**Placed standard cells**

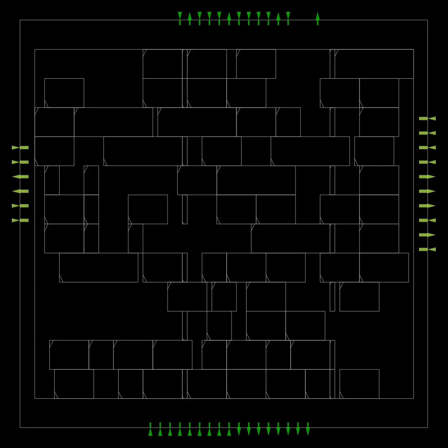
**Wire density map**

8 x 8 tiles, from dark blue (low) to red (high), scaled to the fullest tile. Values are wire area over tile area, all layers added.
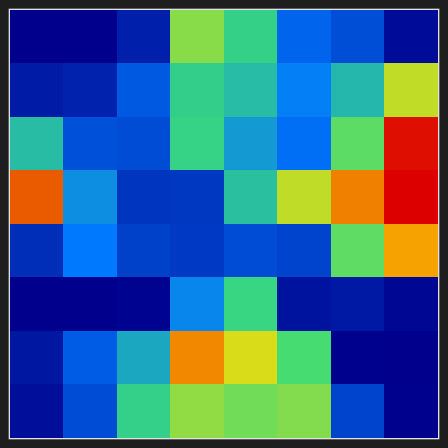
**Routed clock nets over the placement**

Scale bar: 10 um.
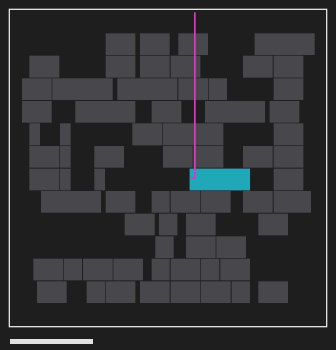
**Local utilization**

Scale bar: 10 um. 8 x 8 tiles, from dark blue (low) to red (high), 0 to 100% covered.
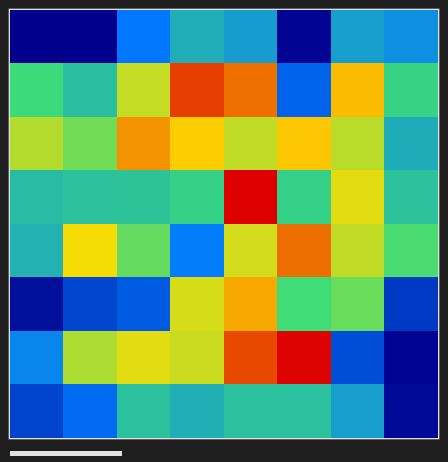
## config.mk

```make
export PLATFORM = sky130hd
export DESIGN_NAME = ff_ls_math_cell
export DESIGN_NICKNAME = d
export VERILOG_FILES = /design/src/rtl/ff_ls_math_cell.sv
export SDC_FILE = /design/constraint.sdc
export NUM_CORES = 1
export LEC_CHECK = 0
export CAP_MARGIN = 20
export CORE_UTILIZATION = 19
export DETAILED_ROUTE_END_ITERATION = 6
export PLACE_DENSITY = 0.74
export SYNTH_ARGS = -nofsm -noshare
export SYNTH_HDL_FRONTEND = slang
export SYNTH_SLANG_ARGS = --single-unit
```

## constraint.sdc

```tcl
create_clock -name clk -period 6.99 [get_ports clk]
set_input_delay 1.398 -clock clk [delete_from_list [all_inputs] [get_ports clk]]
set_output_delay 1.398 -clock clk [all_outputs]
set_load 0.005 [all_outputs]
```

## src/rtl/ff_ls_math_cell.sv

```systemverilog
// ff_ls_math_cell
//   Three independent functions that share one clock and one reset:
//     * a single D flip-flop with synchronous active-low clear,
//     * an isolating level shifter (purely combinational),
//     * an unsigned ripple-carry adder (purely combinational).
//   Reset and clock touch only the flip-flop. The shifter and the adder are
//   not affected by either.
//
// Ports
//   clk         in   1      sole clock, rising edge
//   reset       in   1      synchronous clear of q, active low
//   d           in   1      flip-flop data
//   q           out  1      flip-flop output, one cycle after d
//   in_signal   in   WIDTH  level-shifter input (source domain)
//   iso_en      in   1      isolation enable, active high
//   out_signal  out  WIDTH  in_signal, or ISO_VALUE while isolated
//   a, b        in   WIDTH  unsigned adder operands
//   sum         out  WIDTH  low WIDTH bits of a+b
//   carry_out   out  1      bit WIDTH of a+b
module ff_ls_math_cell #(
  parameter int unsigned           WIDTH     = 8,
  parameter logic [WIDTH-1:0]      ISO_VALUE = '0
) (
  input  logic             clk,
  input  logic             reset,
  input  logic             d,
  output logic             q,
  input  logic [WIDTH-1:0] in_signal,
  input  logic             iso_en,
  output logic [WIDTH-1:0] out_signal,
  input  logic [WIDTH-1:0] a,
  input  logic [WIDTH-1:0] b,
  output logic [WIDTH-1:0] sum,
  output logic             carry_out
);

  // ---------------------------------------------------------------------
  // Flip-flop: the only state element in the block.
  // ---------------------------------------------------------------------
  logic q_q;
  logic q_d;

  // Clear is taken only at a rising edge; between edges q holds.
  assign q_d = reset ? d : 1'b0;

  always_ff @(posedge clk) begin
    q_q <= q_d;
  end

  assign q = q_q;

  // ---------------------------------------------------------------------
  // Level shifter: while isolated the output is forced to ISO_VALUE, so
  // an undriven or unknown source domain never reaches the destination.
  // ---------------------------------------------------------------------
  assign out_signal = iso_en ? ISO_VALUE : in_signal;

  // ---------------------------------------------------------------------
  // Math cell: WIDTH full-adder stages chained LSB to MSB. The carry is a
  // procedural variable so the chain is one straight dependency path.
  // ---------------------------------------------------------------------
  logic [WIDTH-1:0] sum_d;
  logic             carry_d;

  always_comb begin
    logic c;
    c     = 1'b0;
    sum_d = '0;
    for (int i = 0; i < int'(WIDTH); i++) begin
      sum_d[i] = a[i] ^ b[i] ^ c;
      c        = (a[i] & b[i]) | (a[i] & c) | (b[i] & c);
    end
    carry_d = c;
  end

  assign sum       = sum_d;
  assign carry_out = carry_d;

endmodule

```

==> deck_impl_summary.md <==
Key Metrics from the Run

Final timing
  • Worst slew margin: 82.2%
  • Final Slew Violations: 0
  • Minimum clock period: 6.75 ns
  • Fmax: 148 MHz
  • Final Setup Violations: 0
  • Final worst-path setup slack: 0.243 ns

Power and ir drop
  • PwrDens: 81.6 nW/um^2
  • Max VDD drop: 0.0326 mV
  • P_leak: 0.289 nW

Floorplanning
  • # rows: 12
  • DIE HEIGHT: 38.1 um
  • # IOs: 46

Place
  • Post-DP Area: 716 um^2
  • Pre-CTS setup slack: 0.192 ns

Synth
  • Net Count, Synth: 59
  • Yosys top cell by area: fa_1
  • Mux share: 0%
  • Yosys stat area: 248 um^2
  • Synth Area in Simple Gates: 22.7%
  • YS warnings: 0
  • Cells in synth_stat.txt: 23
  • Avg Cell Area, Syn: 10.8 um^2
  • Synth Instances: 23
  • Post-synth seq share: 8.08%

Finish
  • Fin area: 716 um^2
  • Layout cell share with drive strength beyond 1: 0%
  • Nets: 106
  • Area Overhead vs Synth: 189%

Min path
  • WHS Path Cells: 2
  • Hold worst-path end: q
  • Worst hold path class: in -> reg
  • Hold path start: d

Global route
  • Grt ovf: 0
  • Vias in the first global route: 354

Worst setup path
  • Startpoint types: primary input
  • CP Capture Type: primary output
  • WP data arrival: 5.35 ns

Detailed routing
  • Final antenna-violating net count: 0
  • Initial DRC Count: 2

Clock tree
  • Post-CTS Setup Inserts: 0
  • Clk pin slew, worst setup/hold paths: 0 ns
  • Number of cells upsized or downsized after cts: 0

Run
  • Log Warnings: 29

Outcome
  • Status: completed
-- 'placed standard cells' (at the start) --
sequential cell area share: 2.80%
flop count: 1
final core utilization: 61.9%
# Taps: 14

-- 'wire density map' (at the start) --
densest ninth of the die	right middle
mean over tiles	0.093
tiles over half the peak	25%
fullest tile	0.30
nearly empty tiles	14%
emptiest ninth of the die	top left
total wire length: 861 um
gr usage total: 13.0%
Routed WL per cell: 10.5 um
via count: 314

-- 'routed clock nets over the placement' (at the start) --
[flip-flops] cyan | count: 1
[clock wires] magenta | length: 20.4 um
routed clock nets	1
Clk pwr share: 0%
Clk. pwr: 0 uW

-- 'local utilization' (at the start) --
mean over tiles	48%
fullest tile	100%
nearly empty tiles	6.2%
Starting Density: 21.4%
core area: 1160 um^2

## power breakdown
part	switching, mW	total [mW]	internal, mW	leakage (nW)
logic	0.0144	0.0522	0.0378	0.281
clock network	0	0	0	0
registers	0.000107	0.00624	0.00614	0.00834
total	0.0145	0.0584	0.0439	0.289
## final cells by class
class	count	area, um^2	share of cell area, %
Timing Repair Buffer	45	450	62.9
Multi-Input combinational cell	17	209	29.2
Sequential cell	1	20.0	2.80
Inverter	5	18.8	2.62
Tap cell	14	17.5	2.45
## through the flow
step	hold slack, ns	total power, mW
after detailed placement	1.98	0.0595
after global routing	2.00	0.0634
after floorplan	1.52	0.0192
final	1.98	0.0584
after CTS	1.98	0.0596
after global placement	1.96	0.0580
## synthesized netlist by cell type (all sizes together)
| cell | n |
|---|---|
| ha | 1 |
| inv | 5 |
| and2 | 1 |
| nor2b | 8 |
| fa | 7 |
| dfxtp | 1 |
## worst max path at each step
stage	start	slack (ns)	end	cells after the start
finish	a[0]	0.24	sum[7]	12
global route	a[0]	0.09	sum[7]	12
CTS	a[0]	0.19	sum[7]	12
detailed placement	a[0]	0.19	sum[7]	12
global placement	a[0]	0.27	sum[7]	12
floorplan	a[0]	1.23	sum[7]	10
## cell families (layout without fill, tap and decap cells)
| logic type | after synthesis | count (layout) |
|---|---|---|
| buf+inv | 5 | 50 |
| fa+ha+maj | 8 | 8 |
| simple gates | 9 | 9 |
| flops | 1 | 1 |
## metal layers
metal	vias to the layer above	GRT usage (%)	routed length, um
met3	0	0.581	56
met1	143	11.7	247
li1	155	-	-
met4	0	0	0
met2	16	30.9	557
met5	-	0	0
## worst max-delay path: stages
cell and delay, ns:
clkdlybuf4s50_1 0.42, ha_1 0.23, fa_1 0.38, fa_1 0.38
fa_1 0.39, fa_1 0.38, fa_1 0.38, fa_1 0.37
inv_1 0.08, fa_1 0.40, inv_1 0.06, clkdlybuf4s50_1 0.49
Power is estimated from default activity; no workload was simulated.
